File: src/rtl/fetch_unit.sv
// fetch_unit: instruction fetch stage.
//
// Streams sequential 16-bit instruction words from the instruction-memory
// port into the instruction buffer (IB). Each pushed entry is tagged with its
// word address: {addr[15:0], instr[15:0]}.
//
// Two address registers run independently:
//   pc_q        - next address to request from memory
//   expect_pc_q - next address the IB is waiting for
// Memory responses may come back with any latency and in any order. Only a
// response tagged with expect_pc_q is pushed; every other response is dropped.
// A matching response that cannot be pushed because the IB is full rewinds
// pc_q to expect_pc_q. The word is then fetched again, which is safe because
// instruction memory is read-only.
//
// Optional feature (compile-time macro FETCH_HALT_EN):
//   When it is defined, pushing a word whose opcode nibble is 4'hF stops any
//   further requests. A branch or a reset restarts fetching. When it is not
//   defined, fetch streams indefinitely.

module fetch_unit #(
    parameter logic [15:0] RESET_PC = 16'h0000
) (
    input  logic        clk,
    input  logic        rst_n,

    // Instruction buffer push side
    output logic        ib_push,
    output logic [31:0] ib_push_data,
    input  logic        ib_full,

    // Instruction memory request/response
    output logic [15:0] imem_raddr,
    output logic        imem_re,
    input  logic [15:0] imem_raddr_out,
    input  logic [15:0] imem_data_out,
    input  logic        imem_ready,

    // Redirect from the branch unit
    input  logic        branch_taken,
    input  logic [15:0] branch_target
);

    // ------------------------------------------------------------------
    // State
    // ------------------------------------------------------------------
    logic [15:0] pc_q;
    logic [15:0] pc_d;
    logic [15:0] expect_pc_q;
    logic [15:0] expect_pc_d;
    logic        halted_q;

    // Response classification
    logic        resp_match;   // response carries the address we wait for
    logic        resp_drop;    // matching response, but the IB cannot take it

`ifdef FETCH_HALT_EN
    logic        halted_d;
    logic        halt_word;    // the word being pushed is a halt instruction
`endif

    // ------------------------------------------------------------------
    // Request side: always ask for pc. Requests stop while the IB is
    // full, while fetch is halted, or while reset is held. rst_n gates
    // the strobe directly so that it drops as soon as reset is asserted.
    // ------------------------------------------------------------------
    assign imem_raddr = pc_q;
    assign imem_re    = rst_n & ~ib_full & ~halted_q;

    // ------------------------------------------------------------------
    // Response side: push only the in-order word. A redirect in the same
    // cycle makes that word stale. rst_n also gates the push so that no
    // late response reaches the IB while reset is held.
    // ------------------------------------------------------------------
    // Classify the returning response against the address we wait for
    always_comb begin
        resp_match = imem_ready & (imem_raddr_out == expect_pc_q);
        resp_drop  = resp_match & ib_full;
    end

    assign ib_push      = rst_n & resp_match & ~ib_full & ~branch_taken;
    assign ib_push_data = {imem_raddr_out, imem_data_out};

    // ------------------------------------------------------------------
    // Next-state for the two address registers. The three cases are
    // checked in priority order:
    //   1. redirect: both pointers jump to the branch target
    //   2. drop:     rewind pc so the dropped word is fetched again
    //   3. stream:   advance pc on a request and expect_pc on a push
    //                (both may advance in the same cycle)
    // Addresses wrap modulo 2^16 through the 16-bit adders.
    // ------------------------------------------------------------------
    // Compute the next request and expected-response addresses
    always_comb begin
        // NOTE: every output of a combinational block gets a default first,
        // so that no path leaves it unassigned and no latch is inferred.
        pc_d        = pc_q;
        expect_pc_d = expect_pc_q;

        if (branch_taken) begin
            pc_d        = branch_target;
            expect_pc_d = branch_target;
        end else if (resp_drop) begin
            pc_d        = expect_pc_q;
        end else begin
            if (imem_re) begin
                pc_d = pc_q + 16'd1;
            end
            if (ib_push) begin
                expect_pc_d = expect_pc_q + 16'd1;
            end
        end
    end

    // Register the request and expected-response addresses
    always_ff @(posedge clk or negedge rst_n) begin
        // NOTE: sequential state uses non-blocking assignments only, so every
        // flop samples values from before the edge, whatever the block order.
        if (!rst_n) begin
            pc_q        <= RESET_PC;
            expect_pc_q <= RESET_PC;
        end else begin
            pc_q        <= pc_d;
            expect_pc_q <= expect_pc_d;
        end
    end

`ifdef FETCH_HALT_EN
    // ------------------------------------------------------------------
    // Halt tracking. Halt takes effect from the cycle after the halt
    // word is pushed. Responses already in flight are still pushed if
    // they match, because only new requests are blocked.
    // ------------------------------------------------------------------
    assign halt_word = (imem_data_out[15:12] == 4'hF);

    // Set halted on a pushed halt word and clear it on a redirect
    always_comb begin
        halted_d = halted_q;
        if (branch_taken) begin
            halted_d = 1'b0;
        end else if (ib_push && halt_word) begin
            halted_d = 1'b1;
        end
    end

    // Register the halted flag
    always_ff @(posedge clk or negedge rst_n) begin
        if (!rst_n) begin
            halted_q <= 1'b0;
        end else begin
            halted_q <= halted_d;
        end
    end
`else
    // Without the halt feature, fetch never stops by itself
    assign halted_q = 1'b0;
`endif

endmodule

File: config.mk
export PLATFORM = sky130hd
export DESIGN_NAME = fetch_unit
export DESIGN_NICKNAME = d
export VERILOG_FILES = /design/src/rtl/fetch_unit.sv
export SDC_FILE = /design/constraint.sdc
export NUM_CORES = 1
export LEC_CHECK = 0
export CORE_MARGIN = 4
export CORE_UTILIZATION = 40
export DETAILED_ROUTE_END_ITERATION = 8
export DONT_BUFFER_PORTS = 1
export GPL_ROUTABILITY_DRIVEN = 0
export PLACE_DENSITY = 0.63
export SLEW_MARGIN = 30
export SYNTH_ARGS = -nofsm -noshare
export SYNTH_HDL_FRONTEND = slang
export SYNTH_SLANG_ARGS = --single-unit
File: constraint.sdc
create_clock -name clk -period 3.9 [get_ports clk]
set_input_delay 1.17 -clock clk [delete_from_list [all_inputs] [get_ports clk]]
set_output_delay 1.17 -clock clk [all_outputs]
set_load 0.02 [all_outputs]
==> results.tsv <==
metric	value	unit
synthesized area divided by synthesized cell count	8.859	um^2
registers	32	
nets in the synthesized netlist	341	
combinational-cell power consumption	0.000151	W
number of buffers other than clock buffers in the final layout	6	
input/output buffers	0	
clock tree from TritonCTS	yes	
Final Slew Violations	0	
routed wirelength normalized by instance count	19.23	um
number of clock buffer instances in the layout	8	
largest net degree at the start of global routing	38	
power share of the combinational group	0.174	
Crit path buffers/inverters	0	
type of destination of the critical path	output pin	
clock network area share	0.03673	
Layout fillers	625	
flip-flop and latch count after synthesis	32	
dominant delay contributor by cell family on the critical path	simple AND/OR/NAND/NOR gates	
nature of the critical path startpoint	input pin	
power of the sequential group	0.000446	W
met3 track demand over resource	0.04233	
register cell area after layout	800.8	um^2
min setup slack post-route	505.5	ps
Area leader share	0.3160	
xor/xnor share of the synthesized area	0.1309	
WP data arrival	2220	ps
cells along the critical path	xnor2_1 -> nand4_1 -> nor4_4 -> and2_2 -> and3_1	
slew at the pin closest to its max-slew limit	803.0	ps
instance area after placement	0.002362	mm^2
cell total in the yosys stat output	286	
DRC viols	0	
number of global-route vias before repair	1873	
number of gates given a new drive strength after cts	0	
internal power	0.0005851	W
slowest stage delay, CP	290	ps
portion of netlist area occupied by mux cells	0.04741	
Max H-tree Level	2	
Post-Syn Area	0.002534	mm^2
die span in x	87.59	um
Inst Count DP	321	
sequential share of power	0.514	
Setup crit end	ib_push	
I/O pin total	103	
pre-CTS setup slack	455.7	ps
Crit-path slowest cell	sky130_fd_sc_hd__and3_1	
clock-pin slew of the registers on the worst-case setup and hold paths	70	ps
complex-gate fraction of the synthesized area	0.1309	
Log Warnings	26	
Final #Nets	308	
number of inverters outside the clock class in the layout	5	
well tap count	75	
power dissipated in the clock network	0.000272	W
path length in cells of the critical path	5	
run status	finished clean	
number of DRC violations after detailed-routing iteration 0	161	
Post-CTS Repair Setup Buffers	0	
M2 GR Usage	0.2712	
fraction of final layout cells with drive strength greater than 1	0.1024	
effective utilization at floorplan	0.4205	
# rows	28	
end of the worst register-to-register path	imem_raddr[14]$_DFFE_PN0P_	
dominant combinational cell family by area after synthesis	simple AND/OR/NAND/NOR gates	
half-perimeter wire length after placement	4579	um
Max Root-Sink Buffers	2	
number of clock buffers inserted by TritonCTS	5	
gate count of the mapped netlist	286	
final design instance area without fill	0.002452	mm^2
Synth warnings	0	
post-layout period usage of the worst path	0.8704	
heaviest power group	registers	
wire length on met3	456	um
growth of design area from synthesis to finish	-3.210	%
register-to-register setup slack	1470	ps
fin crit period	3395	ps
Ant. Diodes	0	
comb. cell area	0.001404	mm^2
net switching component of the power	0.0002835	W
register fraction of the total cell area	0.3265	
count of flip-flops with a built-in enable after synthesis	0	
power density over the cells	354.2	mW/mm^2
WL met2	2987	um
non-clock buffer area fraction after layout	0.01837	
async set-reset flop share out of synthesis	1.000	
Dominant flop cell	sky130_fd_sc_hd__dfrtp_1	
residual overflow from global routing	0	
most frequent logic cell in the layout	sky130_fd_sc_hd__dfrtp_1	
post-synth top area cell	sky130_fd_sc_hd__dfrtp_1	
setup violation total in the final timing report	0	
unrepaired setup endpoints after global routing	no	
number of sinks on the clock net	32	
YS chip area	0.002534	mm^2
tally of non-filler cells in the final layout	329	
CP Class	in -> out	
first-pass GRT wire length	10050	um
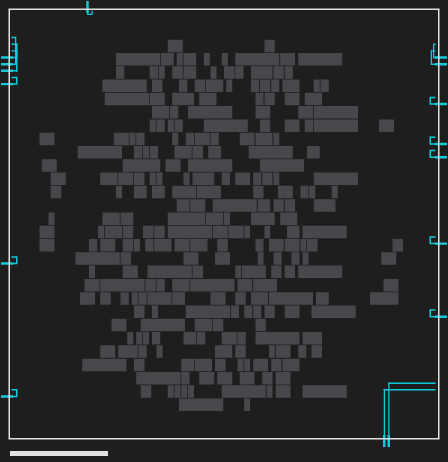
Fig. 1. I/O nets highlighted.
The bar under the picture is 20 um long.
imem_data_out -> cyan  # bits 16, direction input, end cells 0, buffers 0, wire 92.6 um

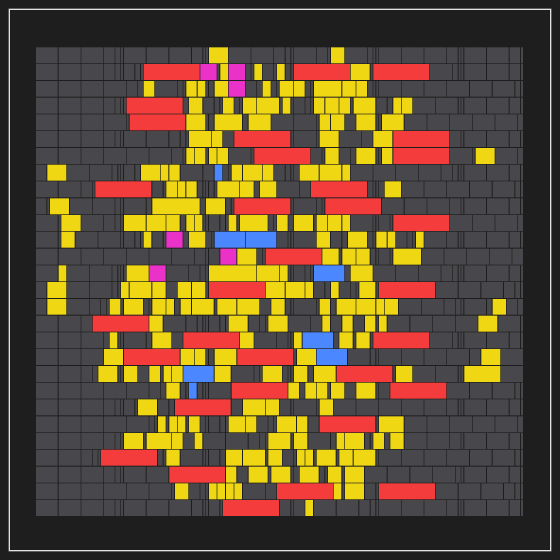
Fig. 2. Cells coloured by class.
Fill, decap, tap and diode cells in grey.
remaining logic cells -> yellow  # cells 208
registers -> red  # cells 32
remaining buffers and delay cells -> magenta  # cells 6
clock drivers and dummy loads -> blue  # cells 8

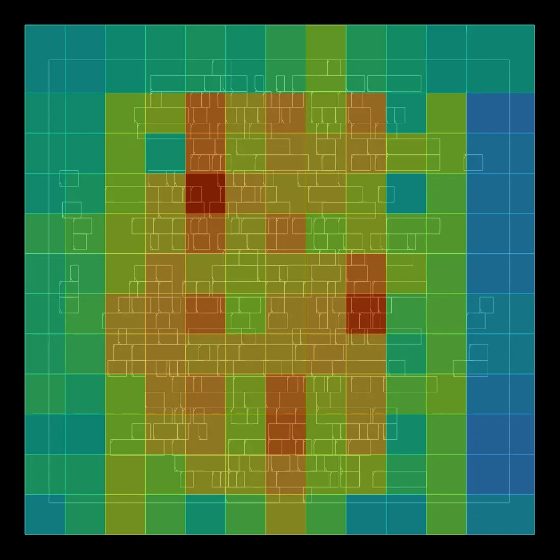
Fig. 3. Congestion heat map.
Total GRT Usage: 0.1700
layer carrying the most global-route usage: met2

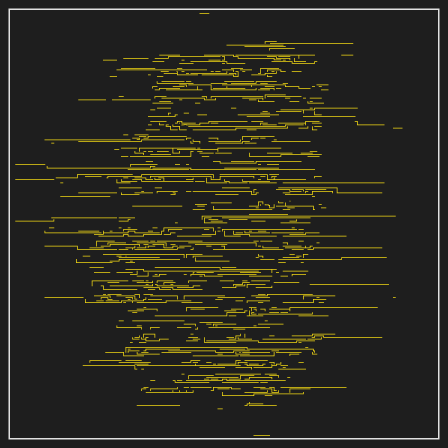
Fig. 4. Metal 1.
longest straight run = 39.6 um
nets with wire on the layer = 252
vias after detailed routing: 1917
GR Layer Usage met1: 0.2282
overall routed net length: 6327 um

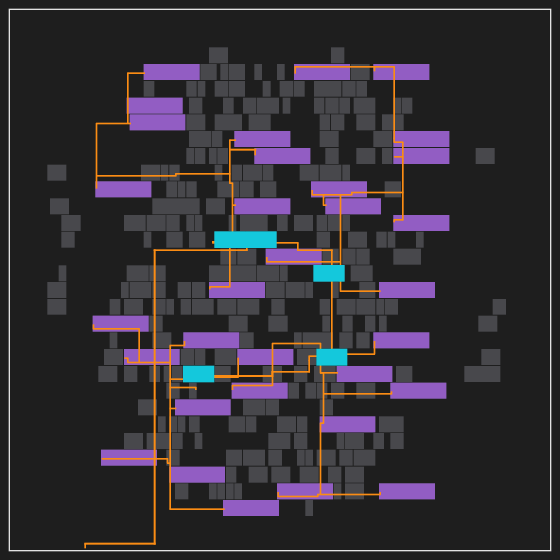
Fig. 5. Routed clock nets over the placement.
clock-net drivers -> cyan  # count 5
flip-flops -> purple  # count 32
clock wires -> orange  # length 511 um
routed clock nets = 6
post-route clock skew: 6.411 ps
Skew-Pair Late Insertion Delay: 280 ps
Clk network pwr share: 0.313

Power and IR drop assume default switching activity.
